===== src/rtl/mux_2a1_sel.sv =====
// Registered 2-to-1 operand selector: passes Dato or its two's-complement
// negation to the ALU operand bus, with registered zero and negation-overflow
// flags. One cycle of latency and no combinational path from inputs to outputs.
module mux_2a1_sel #(
    parameter int WIDTH = 6
) (
    input  logic             CLK,
    input  logic             RST,
    input  logic             EN,
    input  logic             SEL,
    input  logic [WIDTH-1:0] Dato,
    output logic [WIDTH-1:0] Y,
    output logic             Z,
    output logic             OVF
);

    // The only value whose negation does not fit in WIDTH bits.
    localparam logic [WIDTH-1:0] MOST_NEG = {1'b1, {(WIDTH-1){1'b0}}};
    localparam logic [WIDTH-1:0] ONE      = {{(WIDTH-1){1'b0}}, 1'b1};

    logic [WIDTH-1:0] y_d;
    logic [WIDTH-1:0] y_q;
    logic             z_d;
    logic             z_q;
    logic             ovf_d;
    logic             ovf_q;

    // Next result: pass-through or negation. Negating MOST_NEG wraps back to
    // itself naturally, so only the overflow flag needs special handling.
    always_comb begin
        y_d   = Dato;
        ovf_d = 1'b0;
        if (SEL) begin
            y_d   = ~Dato + ONE;
            ovf_d = (Dato == MOST_NEG);
        end
        z_d = (y_d == '0);
    end

    // Result register. Reset wins over EN. With EN low nothing is loaded,
    // so unknown SEL/Dato values cannot reach the outputs.
    always_ff @(posedge CLK or posedge RST) begin
        if (RST) begin
            y_q   <= '0;
            z_q   <= 1'b1;
            ovf_q <= 1'b0;
        end else if (EN) begin
            y_q   <= y_d;
            z_q   <= z_d;
            ovf_q <= ovf_d;
        end
    end

    assign Y   = y_q;
    assign Z   = z_q;
    assign OVF = ovf_q;

endmodule


===== config.mk =====
export PLATFORM = sky130hd
export DESIGN_NAME = mux_2a1_sel
export DESIGN_NICKNAME = d
export VERILOG_FILES = /design/src/rtl/mux_2a1_sel.sv
export SDC_FILE = /design/constraint.sdc
export NUM_CORES = 1
export LEC_CHECK = 0
export ABC_AREA = 1
export CAP_MARGIN = 40
export CORE_MARGIN = 4
export CORE_UTILIZATION = 30
export DETAILED_ROUTE_END_ITERATION = 10
export HOLD_SLACK_MARGIN = 0.03
export PLACE_DENSITY = 0.6
export SYNTH_ARGS = -nofsm -noshare
export SYNTH_HDL_FRONTEND = slang
export SYNTH_SLANG_ARGS = --single-unit

===== constraint.sdc =====
create_clock -name CLK -period 0.8 [get_ports CLK]
set_input_delay 0.12 -clock CLK [delete_from_list [all_inputs] [get_ports CLK]]
set_output_delay 0.12 -clock CLK [all_outputs]
set_load 0.02 [all_outputs]

==> summary.log, run 1 <==
[run_status] status complete, but fails checks
[run_status] failing checks negative setup slack
[critical_path] CP delay by family, top flip-flops
[final_layout] Comb/total area 31.28%
[critical_path] stages on the worst setup path 1
[floorplan] vertical extent of the die 47.81 um
[timing] unrepaired setup endpoints after global routing true
[job] number of max-cap violations 0
[final_layout] multi-input gate count 46
[detailed_routing] detailed-route via count 529
[detailed_routing] detailed route wirelength on metal3 78 um
[critical_path] largest fanout on the critical path 2
[global_route] first-pass GRT wire length 1959 um
[global_route] met2 Use GR 19.00%
[global_route] vias in the first global route 501
[detailed_routing] Residual DRC 0
[critical_path] critical path launch point type register
[synthesis] leading cell type by number of instances after synthesis sky130_fd_sc_hd__nand2_1
[timing] final max-slew violation count 0
[synthesis] average instance area after synthesis 7.204 um^2
[critical_path] worst reg-to-reg setup slack 20 ps
[global_route] met3 GRT Util 3.759%
[final_layout] num sequential 8
[final_layout] final-layout clock buffer total 4
[synthesis] fa+ha+maj area frac 2.632%
[timing] setup slack after layout -210.7 ps
[power_and_ir_drop] Pwr Density 1376 nW/um^2
[placement] Port Buffer Count 17
[synthesis] Top cells by area sky130_fd_sc_hd__dfrtp_1 (37%), sky130_fd_sc_hd__nand2_1 (17%), sky130_fd_sc_hd__inv_1 (7.1%)
[timing] final count of negative-setup-slack endpoints 8
[synthesis] synthesized area 475.5 um^2
[synthesis] Cells after Synth 66
[critical_path] Slowest Stage Delay on Critical Path 530 ps
[synthesis] largest non-sequential cell family by area simple AND/OR/NAND/NOR gates
[clocking] post-CTS repair timing setup buffer count 1
[final_layout] biggest cell category by area in the final layout buffers
[final_layout] sequential portion of the cell area 22.58%
[power_and_ir_drop] Seq group 466 uW
[synthesis] area fraction in and, or, nand and nor cells 31.84%
[synthesis] net count after synthesis 77
[final_layout] number of non-filler instances in the completed layout 117
[power_and_ir_drop] Internal Dissipation 867.6 uW
[synthesis] warnings from Yosys 0
[global_route] maximum number of pins on one net before global-route repair 9
[power_and_ir_drop] sequential group share of total power 37.9%
[final_layout] buffer share of cell area 34.50%
[critical_path] Critical Path Slowest Stage Cell sky130_fd_sc_hd__dfstp_2
[synthesis] proportion of netlist area held by the largest area contributor 36.84%
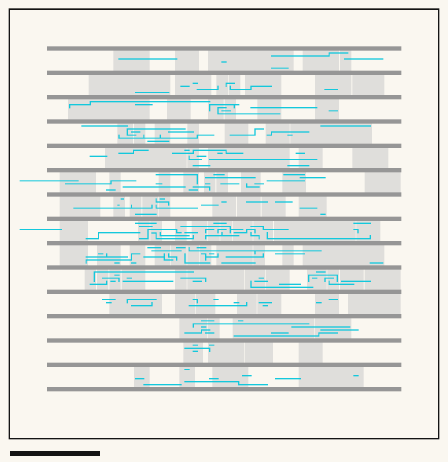
**Above:** run 1 (the metal 1 layer).
Bar = 10 um. Supply wires on this layer in grey.
The wires run mostly horizontal. The layer carries 512 um of wire. 101 nets have wire on it.

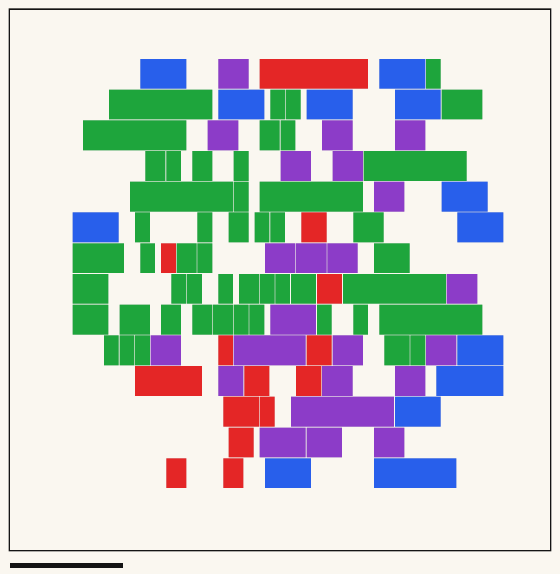
**Above:** run 1 (sizing map).
Bar = 10 um.
_3 and _4 cells: in purple, cells 23, share 23%, most used buf_4. _2 cells: in red, cells 14, share 14%. _6 and larger: in blue, cells 13, share 13%, most used buf_6. _0 and _1 cells: in green, cells 51, share 50%, most used nand2_1.
Non-Clock Buffer Count: 33
setup slack after layout: -210.7 ps

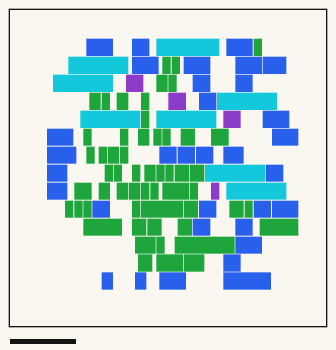
**Above:** run 1 (cell classes on the final placement).
Bar = 10 um.
combinational and other logic: in green, cells 56, share of their area 39%. remaining buffers and delay cells: in blue, cells 33, share of their area 35%. sequential cells: in cyan, cells 8, share of their area 23%. clock drivers and dummy loads: in purple, cells 4, share of their area 3.0%.

==> inputs of run 2 (changes only) <==
--- a/config.mk
+++ b/config.mk
@@ -12,6 +12,7 @@
 export DETAILED_ROUTE_END_ITERATION = 10
 export HOLD_SLACK_MARGIN = 0.03
 export PLACE_DENSITY = 0.6
+export RECOVER_POWER = 50
 export SYNTH_ARGS = -nofsm -noshare
 export SYNTH_HDL_FRONTEND = slang
 export SYNTH_SLANG_ARGS = --single-unit
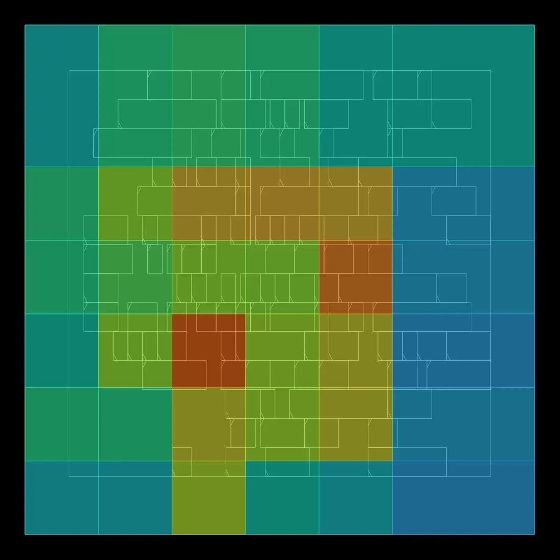
**Above:** run 2 (track usage over the die).
wire length per cell: 10.27 um
global-route total usage across every layer: 11.95%
met2 Use GR: 19.00%

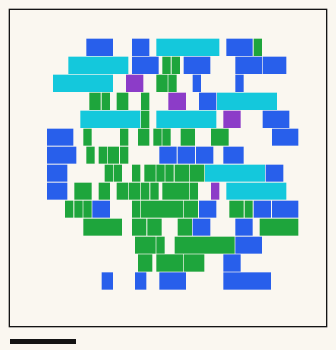
**Above:** run 2 (cell classes on the final placement).
Bar = 10 um.
combinational and other logic: in green, cells 56, share of their area 39%. sequential cells: in cyan, cells 8, share of their area 23%. remaining buffers and delay cells: in blue, cells 33, share of their area 35%. clock drivers and dummy loads: in purple, cells 4, share of their area 3.0%.
final core utilization: 58.72%
sequential portion of the cell area: 22.77%
final standard cell area without fillers: 884.6 um^2

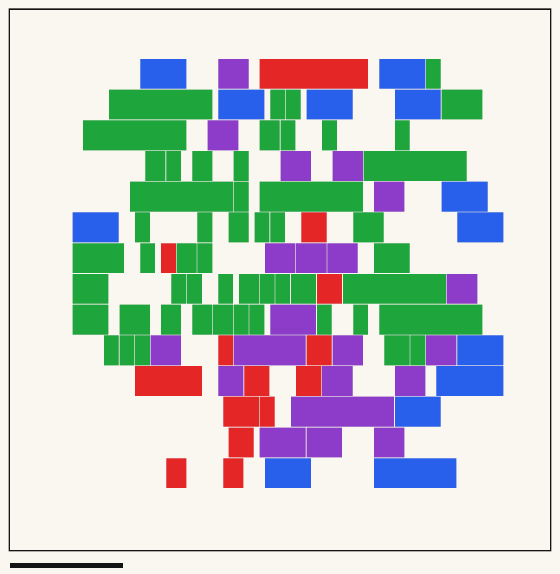
**Above:** run 2 (sizing map).
Bar = 10 um.
_2 cells: in red, cells 14, share 14%. _6 and larger: in blue, cells 13, share 13%, most used buf_6. _0 and _1 cells: in green, cells 53, share 52%, most used nand2_1. _3 and _4 cells: in purple, cells 21, share 21%, most used buf_4.
setup slack after layout: -210.8 ps
synthesis-to-finish area growth: 86.05%

==> summary.log, run 2 <==
[run_status] status complete, but fails checks [unchanged]
[run_status] failing checks negative setup slack [unchanged]
[synthesis] average instance area after synthesis 7.204 um^2 [unchanged]
[placement] Port Buffer Count 17 [unchanged]
[final_layout] final-layout clock buffer total 4 [unchanged]
[critical_path] critical register-to-register path endpoint Y[0] [unchanged]
[detailed_routing] Residual DRC 0 [unchanged]
[timing] unrepaired setup endpoints after global routing true [unchanged]
[synthesis] leading cell type by number of instances after synthesis sky130_fd_sc_hd__nand2_1 [unchanged]
[clocking] post-CTS repair timing setup buffer count 1 [unchanged]
[synthesis] compound-cell area share of the yosys netlist 11.32% [unchanged]
[synthesis] top cell types by occurrence after synthesis sky130_fd_sc_hd__nand2_1 (21), sky130_fd_sc_hd__inv_1 (9), sky130_fd_sc_hd__dfrtp_1 (7), sky130_fd_sc_hd__nand3_1 (6), sky130_fd_sc_hd__nor2_1 (6) [unchanged]
[clocking] Clock Tree Root sky130_fd_sc_hd__clkbuf_4 [unchanged]
[synthesis] largest non-sequential cell family by area simple AND/OR/NAND/NOR gates [unchanged]
[synthesis] synthesized area 475.5 um^2 [unchanged]
[final_layout] Non-Clock Buffer Count 33 [unchanged]
[critical_path] CP delay by family, top flip-flops [unchanged]
[final_layout] buffer share of cell area 33.95% [was 34.50%]
[timing] setup slack after layout -210.8 ps [was -210.7 ps]
[critical_path] Critical Path Slowest Stage Cell sky130_fd_sc_hd__dfstp_2 [unchanged]
[power_and_ir_drop] Internal Dissipation 862.4 uW [was 867.6 uW]
[timing] final-report hold violation count 0 [unchanged]
[synthesis] warnings from Yosys 0 [unchanged]
[detailed_routing] detailed-route via count 530 [was 529]
[global_route] vias in the first global route 501 [unchanged]
[critical_path] largest fanout on the critical path 2 [unchanged]
[global_route] maximum number of pins on one net before global-route repair 9 [unchanged]
[power_and_ir_drop] Seq group 466 uW [about the same]
[critical_path] worst reg-to-reg setup slack 20 ps [about the same]
[synthesis] net count after synthesis 77 [unchanged]
[global_route] met3 GRT Util 3.759% [unchanged]
[final_layout] biggest cell category by area in the final layout buffers [unchanged]
[final_layout] num sequential 8 [unchanged]
[final_layout] number of non-filler instances in the completed layout 117 [unchanged]
[final_layout] multi-input gate count 46 [unchanged]
[critical_path] Slowest Stage Delay on Critical Path 530 ps [about the same]
[synthesis] fa+ha+maj area frac 2.632% [unchanged]
[timing] max frequency 0.9893 GHz [was 0.9895 GHz]
[synthesis] EDFF count, synth 0 [unchanged]
[hold_path] hold path depth 3
[critical_path] critical path launch point type register [unchanged]
[global_route] first-pass GRT wire length 1959 um [unchanged]
[synthesis] Top cells by area sky130_fd_sc_hd__dfrtp_1 (37%), sky130_fd_sc_hd__nand2_1 (17%), sky130_fd_sc_hd__inv_1 (7.1%) [unchanged]
[timing] final count of negative-setup-slack endpoints 8 [unchanged]
[synthesis] area fraction in and, or, nand and nor cells 31.84% [unchanged]
[final_layout] Comb/total area 31.54% [was 31.28%]
[timing] final max-slew violation count 0 [unchanged]
[synthesis] Cells after Synth 66 [unchanged]
[job] number of max-cap violations 0 [unchanged]
[placement] worst-case setup slack after placement -768.8 ps [unchanged]
[critical_path] critical path buffer and inverter count 1 [unchanged]
[detailed_routing] detailed route wirelength on metal3 77 um [was 78 um]
[floorplan] vertical extent of the die 47.81 um [unchanged]
[critical_path] stages on the worst setup path 1 [unchanged]
[power_and_ir_drop] Pwr Density 1382 nW/um^2 [was 1376 nW/um^2]
[synthesis] fraction of synthesized area in multiplexers 0% [unchanged]
[synthesis] cell total in the yosys stat output 66 [unchanged]
[timing] slew at the pin closest to its max-slew limit 270.4 ps [unchanged]
==> inputs of run 3 (changes only) <==
--- a/config.mk
+++ b/config.mk
@@ -7,11 +7,14 @@
 export LEC_CHECK = 0
 export ABC_AREA = 1
 export CAP_MARGIN = 40
+export CELL_PAD_IN_SITES_DETAIL_PLACEMENT = 1
+export CELL_PAD_IN_SITES_GLOBAL_PLACEMENT = 2
+export CORE_ASPECT_RATIO = 1.75
 export CORE_MARGIN = 4
-export CORE_UTILIZATION = 30
+export CORE_UTILIZATION = 19
 export DETAILED_ROUTE_END_ITERATION = 10
 export HOLD_SLACK_MARGIN = 0.03
-export PLACE_DENSITY = 0.6
+export PLACE_DENSITY = 0.7
 export RECOVER_POWER = 50
 export SYNTH_ARGS = -nofsm -noshare
 export SYNTH_HDL_FRONTEND = slang
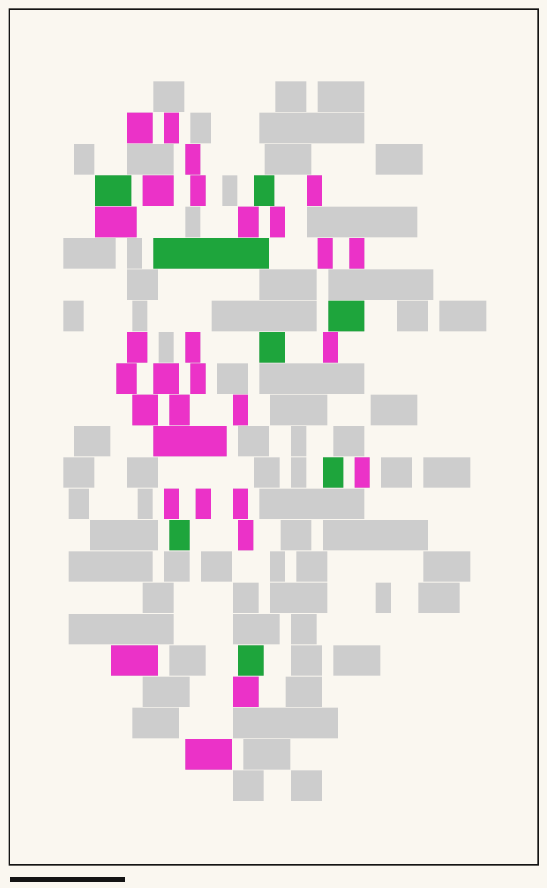
**Above:** run 3 (selected gate families).
Bar = 10 um.
nand cells: in magenta, cells 29, most used nand2_1. aoi and oai cells: in green, cells 8, most used o21ai_1.
number of non-filler instances in the completed layout: 129
Comb/total area: 31.92%

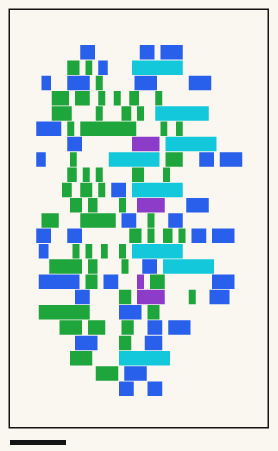
**Above:** run 3 (cell classes on the final placement).
Bar = 10 um.
clock drivers and dummy loads: in purple, cells 4, share of their area 4.8%. sequential cells: in cyan, cells 8, share of their area 21%. combinational and other logic: in green, cells 56, share of their area 39%. remaining buffers and delay cells: in blue, cells 36, share of their area 35%.
Core Box Area: 2331 um^2
final standard cell area without fillers: 975.9 um^2

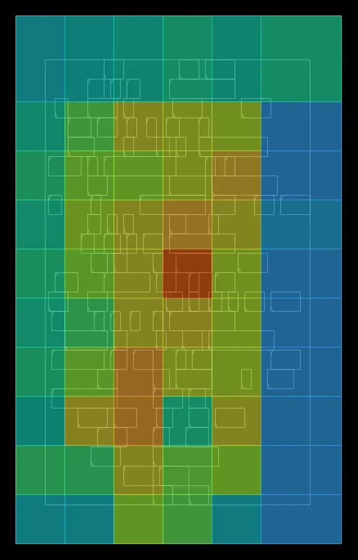
**Above:** run 3 (track usage over the die).
routing usage on met1: 9.306%
final core utilization: 41.87%
most used routing layer in global routing: met2

==> summary.log, run 3 <==
[run_status] status complete, but fails checks [unchanged]
[run_status] failing checks negative setup slack [unchanged]
[placement] Port Buffer Count 17 [unchanged]
[floorplan] vertical extent of the die 74.18 um [was 47.81 um]
[critical_path] CP delay by family, top flip-flops [unchanged]
[critical_path] critical register-to-register path endpoint Y[0] [unchanged]
[timing] unrepaired setup endpoints after global routing true [unchanged]
[global_route] maximum number of pins on one net before global-route repair 9 [unchanged]
[global_route] vias in the first global route 623 [was 501]
[power_and_ir_drop] sequential group share of total power 32.0% [was 38.1%]
[detailed_routing] detailed route wirelength on metal3 69 um [was 77 um]
[synthesis] Top cells by area sky130_fd_sc_hd__dfrtp_1 (37%), sky130_fd_sc_hd__nand2_1 (17%), sky130_fd_sc_hd__inv_1 (7.1%) [unchanged]
[final_layout] final-layout clock buffer total 4 [unchanged]
[synthesis] fa+ha+maj area frac 2.632% [unchanged]
[critical_path] Slowest Stage Delay on Critical Path 530 ps [about the same]
[synthesis] top cell types by occurrence after synthesis sky130_fd_sc_hd__nand2_1 (21), sky130_fd_sc_hd__inv_1 (9), sky130_fd_sc_hd__dfrtp_1 (7), sky130_fd_sc_hd__nand3_1 (6), sky130_fd_sc_hd__nor2_1 (6) [unchanged]
[synthesis] proportion of netlist area held by the largest area contributor 36.84% [unchanged]
[timing] final-report hold violation count 0 [unchanged]
[synthesis] leading cell type by number of instances after synthesis sky130_fd_sc_hd__nand2_1 [unchanged]
[power_and_ir_drop] Pwr Density 1495 nW/um^2 [was 1382 nW/um^2]
[power_and_ir_drop] Internal Dissipation 1042 uW [was 862.4 uW]
[critical_path] largest fanout on the critical path 2 [unchanged]
[synthesis] Cells after Synth 66 [unchanged]
[timing] final count of negative-setup-slack endpoints 9 [was 8]
[synthesis] average instance area after synthesis 7.204 um^2 [unchanged]
[clocking] post-CTS repair timing setup buffer count 8 [was 1]
[timing] slew at the pin closest to its max-slew limit 315.3 ps [was 270.4 ps]
[critical_path] critical path buffer and inverter count 1 [unchanged]
[detailed_routing] Residual DRC 0 [unchanged]
[final_layout] synthesis-to-finish area growth 105.3% [was 86.05%]
[final_layout] buffer share of cell area 33.46% [was 33.95%]
[final_layout] num sequential 8 [unchanged]
[clocking] Clock Path Buffers 2 [unchanged]
[final_layout] Non-Clock Buffer Count 36 [was 33]
[critical_path] worst reg-to-reg setup slack 10 ps [was 20 ps]
[timing] final max-slew violation count 0 [unchanged]
[job] number of max-cap violations 0 [unchanged]
[clocking] Clock Tree Root sky130_fd_sc_hd__clkbuf_8 [was sky130_fd_sc_hd__clkbuf_4]
[synthesis] fraction of synthesized area in multiplexers 0% [unchanged]
[synthesis] synthesized area 475.5 um^2 [unchanged]
[synthesis] largest non-sequential cell family by area simple AND/OR/NAND/NOR gates [unchanged]
[final_layout] biggest cell category by area in the final layout buffers [unchanged]
[synthesis] area fraction in and, or, nand and nor cells 31.84% [unchanged]
[synthesis] cell total in the yosys stat output 66 [unchanged]
[timing] setup slack after layout -186.5 ps [was -210.8 ps]
[synthesis] compound-cell area share of the yosys netlist 11.32% [unchanged]
[global_route] met3 GRT Util 0% [was 3.759%]
[timing] max frequency 1.014 GHz [was 0.9893 GHz]
[final_layout] multi-input gate count 46 [unchanged]
[critical_path] Critical Path Slowest Stage Cell sky130_fd_sc_hd__dfstp_2 [unchanged]
[synthesis] warnings from Yosys 0 [unchanged]
[hold_path] hold path depth 2 [was 3]
Power figures rest on the tool's default switching activity, not on a simulated workload.
